Fig. 1: met1 routing
Supply wires on this layer in grey.
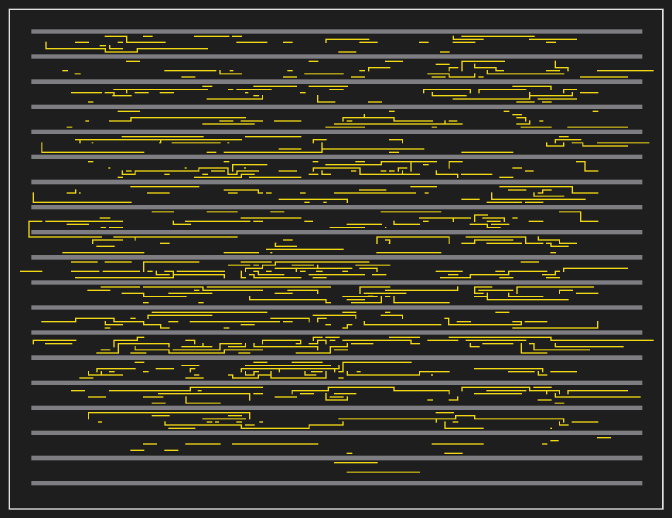
Fig. 2: wiring by layer
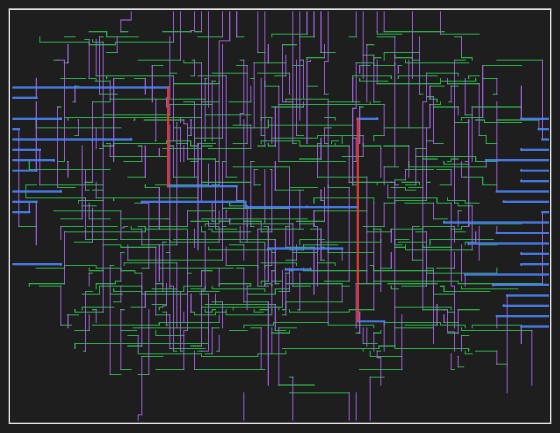
Fig. 3: signal metal coverage by tile
The die is cut into 14 by 11 equal tiles; black is low, pale yellow is high, scaled to the fullest tile. Values are wire area over tile area, all layers added.
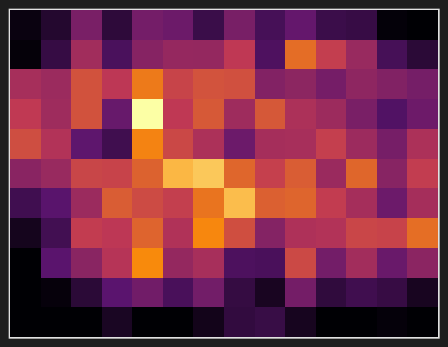
Fig. 4: placement by cell class
Scale bar: 20 um. Fill, decap, tap and diode cells in grey.
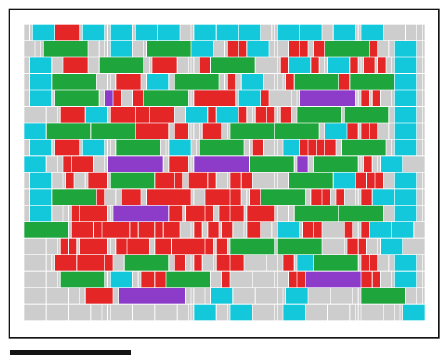
Fig. 5: cell outlines without signal wires
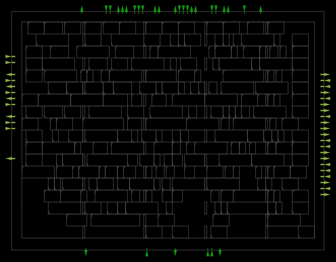
$ cat config.mk
export PLATFORM = sky130hd
export DESIGN_NAME = apb_master_bridge_flat
export DESIGN_NICKNAME = d
export VERILOG_FILES = /design/src/rtl/apb_master_bridge_pkg.sv /design/src/rtl/apb_master_bridge_if.sv /design/src/rtl/apb_master_bridge_wdog.sv /design/src/rtl/apb_master_bridge.sv /design/src/flat_wrapper.sv
export SDC_FILE = /design/constraint.sdc
export NUM_CORES = 1
export LEC_CHECK = 0
export CAP_MARGIN = 25
export CORE_ASPECT_RATIO = 0.75
export CORE_MARGIN = 2
export CORE_UTILIZATION = 46
export CTS_BUF_LIST = sky130_fd_sc_hd__clkbuf_16
export DETAILED_ROUTE_END_ITERATION = 6
export PLACE_DENSITY = 0.85
export SLEW_MARGIN = 20
export SYNTH_ARGS = -nofsm -noshare
export SYNTH_HDL_FRONTEND = slang
export SYNTH_SLANG_ARGS = --single-unit
$ cat constraint.sdc
create_clock -name clk -period 2.4 [get_ports clk]
set_input_delay 0.48 -clock clk [delete_from_list [all_inputs] [get_ports clk]]
set_output_delay 0.48 -clock clk [all_outputs]
set_load 0.005 [all_outputs]
$ cat src/rtl/apb_master_bridge_pkg.sv
// Shared definitions for the APB requester bridge of the timer subsystem:
// default bus widths, watchdog default, FSM state encoding and the timer
// register map (TDR/TCR/TSR).
package apb_master_bridge_pkg;

  localparam int ADDR_W_DEF  = 8;
  localparam int DATA_W_DEF  = 8;
  localparam int TIMEOUT_DEF = 16;

  // Timer register slave address map
  localparam logic [7:0] ADDR_TDR = 8'h00;
  localparam logic [7:0] ADDR_TCR = 8'h01;
  localparam logic [7:0] ADDR_TSR = 8'h02;

  typedef enum logic [1:0] {
    IDLE   = 2'd0,
    SETUP  = 2'd1,
    ACCESS = 2'd2,
    RESP   = 2'd3
  } apb_state_e;

  // Counter width able to hold 0..t-1 (at least one bit).
  function automatic int wdog_cnt_w(input int t);
    return (t > 1) ? $clog2(t) : 1;
  endfunction

endpackage

$ cat src/rtl/apb_master_bridge_if.sv
// Bundle of the bridge's command, response and APB signals.
//   master : bridge side (accepts commands, drives APB, returns responses)
//   slave  : environment side (sequencer + APB completer)
// Command: cmd_valid/cmd_ready/cmd_write/cmd_addr/cmd_wdata
// Response: rsp_valid/rsp_ready/rsp_rdata/rsp_err/rsp_timeout
// APB: psel/penable/pwrite/paddr/pwdata/prdata/pready/pslverr
interface apb_master_bridge_if
  import apb_master_bridge_pkg::*;
#(
  parameter int ADDR_W = ADDR_W_DEF,
  parameter int DATA_W = DATA_W_DEF
) ();

  logic              cmd_valid;
  logic              cmd_ready;
  logic              cmd_write;
  logic [ADDR_W-1:0] cmd_addr;
  logic [DATA_W-1:0] cmd_wdata;

  logic              rsp_valid;
  logic              rsp_ready;
  logic [DATA_W-1:0] rsp_rdata;
  logic              rsp_err;
  logic              rsp_timeout;

  logic              psel;
  logic              penable;
  logic              pwrite;
  logic [ADDR_W-1:0] paddr;
  logic [DATA_W-1:0] pwdata;
  logic [DATA_W-1:0] prdata;
  logic              pready;
  logic              pslverr;

  modport master (
    input  cmd_valid, cmd_write, cmd_addr, cmd_wdata,
    output cmd_ready,
    output rsp_valid, rsp_rdata, rsp_err, rsp_timeout,
    input  rsp_ready,
    output psel, penable, pwrite, paddr, pwdata,
    input  prdata, pready, pslverr
  );

  modport slave (
    output cmd_valid, cmd_write, cmd_addr, cmd_wdata,
    input  cmd_ready,
    input  rsp_valid, rsp_rdata, rsp_err, rsp_timeout,
    output rsp_ready,
    input  psel, penable, pwrite, paddr, pwdata,
    output prdata, pready, pslverr
  );

endinterface

$ cat src/rtl/apb_master_bridge_wdog.sv
// Wait-state watchdog for the APB ACCESS phase.
// Ports:
//   clk, rst   : clock, synchronous active-high reset
//   clr_i      : restart count at 0 (asserted the cycle before ACCESS)
//   inc_i      : count one wait cycle (ACCESS with pready low)
//   expired_o  : count has reached TIMEOUT_CYCLES-1; never set when
//                TIMEOUT_CYCLES is 0
module apb_wait_watchdog
  import apb_master_bridge_pkg::*;
#(
  parameter int TIMEOUT_CYCLES = TIMEOUT_DEF
) (
  input  logic clk,
  input  logic rst,
  input  logic clr_i,
  input  logic inc_i,
  output logic expired_o
);

  localparam int CNT_W = wdog_cnt_w(TIMEOUT_CYCLES);

  logic [CNT_W-1:0] cnt_q, cnt_d;

  // Saturate at all-ones so a long stall never wraps back to a low count.
  always_comb begin
    cnt_d = cnt_q;
    if (clr_i)                    cnt_d = '0;
    else if (inc_i && cnt_q != '1) cnt_d = cnt_q + 1'b1;
  end

  always_ff @(posedge clk) begin
    if (rst) cnt_q <= '0;
    else     cnt_q <= cnt_d;
  end

  generate
    if (TIMEOUT_CYCLES > 0) begin : g_en
      assign expired_o = (cnt_q == CNT_W'(TIMEOUT_CYCLES - 1));
    end else begin : g_dis
      assign expired_o = 1'b0;
    end
  endgenerate

endmodule

$ cat src/rtl/apb_master_bridge.sv
// APB3 requester bridge: single-beat commands in, SETUP/ACCESS transfers
// out, one response per command with read data, error and timeout flags.
// Ports:
//   clk, rst : clock, synchronous active-high reset
//   bus      : command / response / APB signals (master modport)
// All APB and response outputs come straight from registers; cmd_ready is
// a decode of the state register (high only in IDLE).
module apb_master_bridge
  import apb_master_bridge_pkg::*;
#(
  parameter int ADDR_W         = ADDR_W_DEF,
  parameter int DATA_W         = DATA_W_DEF,
  parameter int TIMEOUT_CYCLES = TIMEOUT_DEF
) (
  input  logic                 clk,
  input  logic                 rst,
  apb_master_bridge_if.master  bus
);

  apb_state_e        state_q, state_d;
  logic              psel_q, psel_d;
  logic              penable_q, penable_d;
  logic              pwrite_q, pwrite_d;
  logic [ADDR_W-1:0] paddr_q, paddr_d;
  logic [DATA_W-1:0] pwdata_q, pwdata_d;
  logic              rsp_valid_q, rsp_valid_d;
  logic [DATA_W-1:0] rsp_rdata_q, rsp_rdata_d;
  logic              rsp_err_q, rsp_err_d;
  logic              rsp_timeout_q, rsp_timeout_d;

  logic wd_expired;

  // Counter restarts during SETUP so it reads 0 on the first ACCESS cycle.
  apb_wait_watchdog #(.TIMEOUT_CYCLES(TIMEOUT_CYCLES)) u_wdog (
    .clk       (clk),
    .rst       (rst),
    .clr_i     (state_q == SETUP),
    .inc_i     ((state_q == ACCESS) && !bus.pready),
    .expired_o (wd_expired)
  );

  always_comb begin
    state_d       = state_q;
    psel_d        = psel_q;
    penable_d     = penable_q;
    pwrite_d      = pwrite_q;
    paddr_d       = paddr_q;
    pwdata_d      = pwdata_q;
    rsp_valid_d   = rsp_valid_q;
    rsp_rdata_d   = rsp_rdata_q;
    rsp_err_d     = rsp_err_q;
    rsp_timeout_d = rsp_timeout_q;
    unique case (state_q)
      IDLE: begin
        if (bus.cmd_valid) begin
          state_d   = SETUP;
          psel_d    = 1'b1;
          penable_d = 1'b0;
          pwrite_d  = bus.cmd_write;
          paddr_d   = bus.cmd_addr;
          pwdata_d  = bus.cmd_wdata;
        end
      end
      SETUP: begin
        state_d   = ACCESS;
        penable_d = 1'b1;
      end
      ACCESS: begin
        // pready beats the watchdog when both land on the same cycle.
        if (bus.pready) begin
          state_d       = RESP;
          psel_d        = 1'b0;
          penable_d     = 1'b0;
          rsp_valid_d   = 1'b1;
          rsp_rdata_d   = pwrite_q ? '0 : bus.prdata;
          rsp_err_d     = bus.pslverr;
          rsp_timeout_d = 1'b0;
        end else if (wd_expired) begin
          state_d       = RESP;
          psel_d        = 1'b0;
          penable_d     = 1'b0;
          rsp_valid_d   = 1'b1;
          rsp_rdata_d   = '0;
          rsp_err_d     = 1'b1;
          rsp_timeout_d = 1'b1;
        end
      end
      RESP: begin
        if (bus.rsp_ready) begin
          state_d       = IDLE;
          rsp_valid_d   = 1'b0;
          rsp_rdata_d   = '0;
          rsp_err_d     = 1'b0;
          rsp_timeout_d = 1'b0;
        end
      end
      default: state_d = IDLE;
    endcase
  end

  always_ff @(posedge clk) begin
    if (rst) begin
      state_q       <= IDLE;
      psel_q        <= 1'b0;
      penable_q     <= 1'b0;
      pwrite_q      <= 1'b0;
      paddr_q       <= '0;
      pwdata_q      <= '0;
      rsp_valid_q   <= 1'b0;
      rsp_rdata_q   <= '0;
      rsp_err_q     <= 1'b0;
      rsp_timeout_q <= 1'b0;
    end else begin
      state_q       <= state_d;
      psel_q        <= psel_d;
      penable_q     <= penable_d;
      pwrite_q      <= pwrite_d;
      paddr_q       <= paddr_d;
      pwdata_q      <= pwdata_d;
      rsp_valid_q   <= rsp_valid_d;
      rsp_rdata_q   <= rsp_rdata_d;
      rsp_err_q     <= rsp_err_d;
      rsp_timeout_q <= rsp_timeout_d;
    end
  end

  assign bus.cmd_ready   = (state_q == IDLE);
  assign bus.psel        = psel_q;
  assign bus.penable     = penable_q;
  assign bus.pwrite      = pwrite_q;
  assign bus.paddr       = paddr_q;
  assign bus.pwdata      = pwdata_q;
  assign bus.rsp_valid   = rsp_valid_q;
  assign bus.rsp_rdata   = rsp_rdata_q;
  assign bus.rsp_err     = rsp_err_q;
  assign bus.rsp_timeout = rsp_timeout_q;

endmodule

$ cat src/flat_wrapper.sv
// flat-port wrapper written by rule: the top's interface ports become plain ports
module apb_master_bridge_flat import apb_master_bridge_pkg::*;
#(
  parameter int ADDR_W         = ADDR_W_DEF,
  parameter int DATA_W         = DATA_W_DEF,
  parameter int TIMEOUT_CYCLES = TIMEOUT_DEF
)
  (clk, rst, bus_cmd_valid, bus_cmd_write, bus_cmd_addr, bus_cmd_wdata, bus_cmd_ready, bus_rsp_valid, bus_rsp_rdata, bus_rsp_err, bus_rsp_timeout, bus_rsp_ready, bus_psel, bus_penable, bus_pwrite, bus_paddr, bus_pwdata, bus_prdata, bus_pready, bus_pslverr);
  apb_master_bridge_if #(.ADDR_W(ADDR_W), .DATA_W(DATA_W)) bus_i ();
  input  logic clk;
  input  logic rst;
  input wire logic [$bits(bus_i.cmd_valid)-1:0] bus_cmd_valid;
  input wire logic [$bits(bus_i.cmd_write)-1:0] bus_cmd_write;
  input wire logic [$bits(bus_i.cmd_addr)-1:0] bus_cmd_addr;
  input wire logic [$bits(bus_i.cmd_wdata)-1:0] bus_cmd_wdata;
  output wire logic [$bits(bus_i.cmd_ready)-1:0] bus_cmd_ready;
  output wire logic [$bits(bus_i.rsp_valid)-1:0] bus_rsp_valid;
  output wire logic [$bits(bus_i.rsp_rdata)-1:0] bus_rsp_rdata;
  output wire logic [$bits(bus_i.rsp_err)-1:0] bus_rsp_err;
  output wire logic [$bits(bus_i.rsp_timeout)-1:0] bus_rsp_timeout;
  input wire logic [$bits(bus_i.rsp_ready)-1:0] bus_rsp_ready;
  output wire logic [$bits(bus_i.psel)-1:0] bus_psel;
  output wire logic [$bits(bus_i.penable)-1:0] bus_penable;
  output wire logic [$bits(bus_i.pwrite)-1:0] bus_pwrite;
  output wire logic [$bits(bus_i.paddr)-1:0] bus_paddr;
  output wire logic [$bits(bus_i.pwdata)-1:0] bus_pwdata;
  input wire logic [$bits(bus_i.prdata)-1:0] bus_prdata;
  input wire logic [$bits(bus_i.pready)-1:0] bus_pready;
  input wire logic [$bits(bus_i.pslverr)-1:0] bus_pslverr;
  assign bus_i.cmd_valid = bus_cmd_valid;
  assign bus_i.cmd_write = bus_cmd_write;
  assign bus_i.cmd_addr = bus_cmd_addr;
  assign bus_i.cmd_wdata = bus_cmd_wdata;
  assign bus_cmd_ready = bus_i.cmd_ready;
  assign bus_rsp_valid = bus_i.rsp_valid;
  assign bus_rsp_rdata = bus_i.rsp_rdata;
  assign bus_rsp_err = bus_i.rsp_err;
  assign bus_rsp_timeout = bus_i.rsp_timeout;
  assign bus_i.rsp_ready = bus_rsp_ready;
  assign bus_psel = bus_i.psel;
  assign bus_penable = bus_i.penable;
  assign bus_pwrite = bus_i.pwrite;
  assign bus_paddr = bus_i.paddr;
  assign bus_pwdata = bus_i.pwdata;
  assign bus_i.prdata = bus_prdata;
  assign bus_i.pready = bus_pready;
  assign bus_i.pslverr = bus_pslverr;
  apb_master_bridge #(.ADDR_W(ADDR_W), .DATA_W(DATA_W), .TIMEOUT_CYCLES(TIMEOUT_CYCLES)) u_core (.clk(clk), .rst(rst), .bus(bus_i));
endmodule
==> impl_table.tex <==
% Table of physical implementation metrics
\begin{tabular}{lr}
\hline
Metric & Value \\
\hline
\multicolumn{2}{l}{\textbf{Timing}} \\
\quad Minimum clock period & 1950 ps \\
\quad Count of pins over their slew limit & 0 \\
\quad Worst-Margin Slew & between 500 and 600 ps \\
\multicolumn{2}{l}{\textbf{Route}} \\
\quad Met2 WL & about 1700 um \\
\quad Met3 wire length & 244 um \\
\quad 1st-pass router iterations & 4 \\
\quad Drt drc & 0 \\
\multicolumn{2}{l}{\textbf{CTS}} \\
\quad Number of buffers added by the clock tree synthesis step & 5 \\
\quad Hold Buf Count CTS & 0 \\
\quad Deepest level of the CTS H-tree & 2 \\
\quad CTS root buf & clkbuf\_16 \\
\multicolumn{2}{l}{\textbf{Yosys}} \\
\quad Post-synthesis cell area & $\sim$1500 um2 \\
\quad Syn\_area\_per\_cell & roughly 9.1 um2 \\
\quad Net count after synthesis & slightly above 200 \\
\multicolumn{2}{l}{\textbf{Place}} \\
\quad Detail Placement HPWL & approximately 2600 um \\
\quad Number of buffers inserted by port buffering & $\sim$61 \\
\multicolumn{2}{l}{\textbf{Critical path}} \\
\quad Worst-path cell chain & inv\_1 > ha\_1 > clkdlybuf4s50\_1 \\
\quad Class of the most critical setup path & reg2out \\
\multicolumn{2}{l}{\textbf{Power}} \\
\quad Static power due to leakage & 0.942 nW \\
\quad Power density cells & between 900 and 1000 nW/um2 \\
\multicolumn{2}{l}{\textbf{Min path}} \\
\quad Class of the tightest hold or removal check & reg2reg \\
\multicolumn{2}{l}{\textbf{Status}} \\
\quad Result of the run & finished clean \\
\hline
\end{tabular}
## Picture notes: Fig. 1
nets with wire on the layer = 224
share of all routed wire = 46%
DR vias: 1393
met1 capacity usage during global routing: 23.5%

## Picture notes: Fig. 2
blue -> M3  # wire length 245 um
red -> M4  # wire length 39.4 um
purple -> M2  # wire length 1660 um
green -> M1  # wire length 1620 um
overall track demand over capacity in global routing: 19.0%
per-cell routed wire length: 13.2 um
total length of routed wires: 3560 um

## Picture notes: Fig. 3
emptiest ninth of the die = south-west
fullest tile = 0.42
nearly empty tiles = 9.7%
mean over tiles = 0.15
tiles over half the peak = 29%

## Picture notes: Fig. 4
cyan -> remaining buffers and delay cells  # cells 63, share of their area 28%
red -> remaining logic cells  # cells 123, share of their area 34%
green -> sequential cells  # cells 36, share of their area 32%
purple -> clock drivers and dummy loads  # cells 8, share of their area 7.2%
number of core rows: 18
Seq/total area: 31.0%
summed area of non-filler cells in the final layout: 2320 um2
post-layout util: 71.7%

## Picture notes: Fig. 5
core area: 3240 um2
count of inserted tapcells: 40
fill cell instance count of the final layout: 264
Flop Count: 36

power groups by stage:
stage | clock (mW) | combinational (mW) | sequential [mW]
3_5_place_dp | 0 | 0.752 | 0.795
2_1_floorplan | 0 | 0.406 | 0.796
3_3_place_gp | 0 | 0.740 | 0.792
5_1_grt | 0.760 | 0.824 | 0.799
6_report | 0.717 | 0.747 | 0.785
4_1_cts | 0.726 | 0.757 | 0.785
metrics by stage:
stage          hold WS (ps)  power [mW]
2_1_floorplan           451        1.20
3_3_place_gp            442        1.53
3_5_place_dp            448        1.55
4_1_cts                 455        2.27
5_1_grt                 481        2.38
6_report                450        2.25
cell usage after synthesis (all sizes together):
cell type / number / share of area, %
a211oi: 2 / 0.98
nand3: 4 / 1.3
nor3b: 1 / 1.2
and2b: 1 / 0.49
o311ai: 2 / 1.1
nand2b: 1 / 0.41
inv: 7 / 1.7
mux2i: 4 / 2.6
mux2: 1 / 0.98
or2: 1 / 0.41
o22ai: 1 / 1.3
and3: 1 / 0.73
o41ai: 2 / 1.1
and2: 2 / 0.98
or3: 1 / 0.41
a221oi: 1 / 0.98
a31oi: 1 / 0.41
o21ai: 4 / 1.3
and3b: 1 / 0.57
nand2: 43 / 11
a21oi: 20 / 6.5
a32o: 8 / 5.9
nor3: 2 / 0.65
dfxtp: 36 / 47
nor2b: 3 / 1.2
buf: 6 / 2.4
nor2: 2 / 0.49
clkbuf: 3 / 0.82
a211o: 1 / 0.57
ha: 6 / 4.9
cell type report:
type	count	area, um2	area share (%)
multi-input cells	116	738	31.8
flip-flops and latches	36	721	31.0
repair buffers	63	626	26.9
clock buffers	5	125	5.38
well taps	40	50.0	2.15
clock inverters	3	38.8	1.67
inverters	7	26.3	1.13
Power figures rest on the tool's default switching activity, not on a simulated workload.
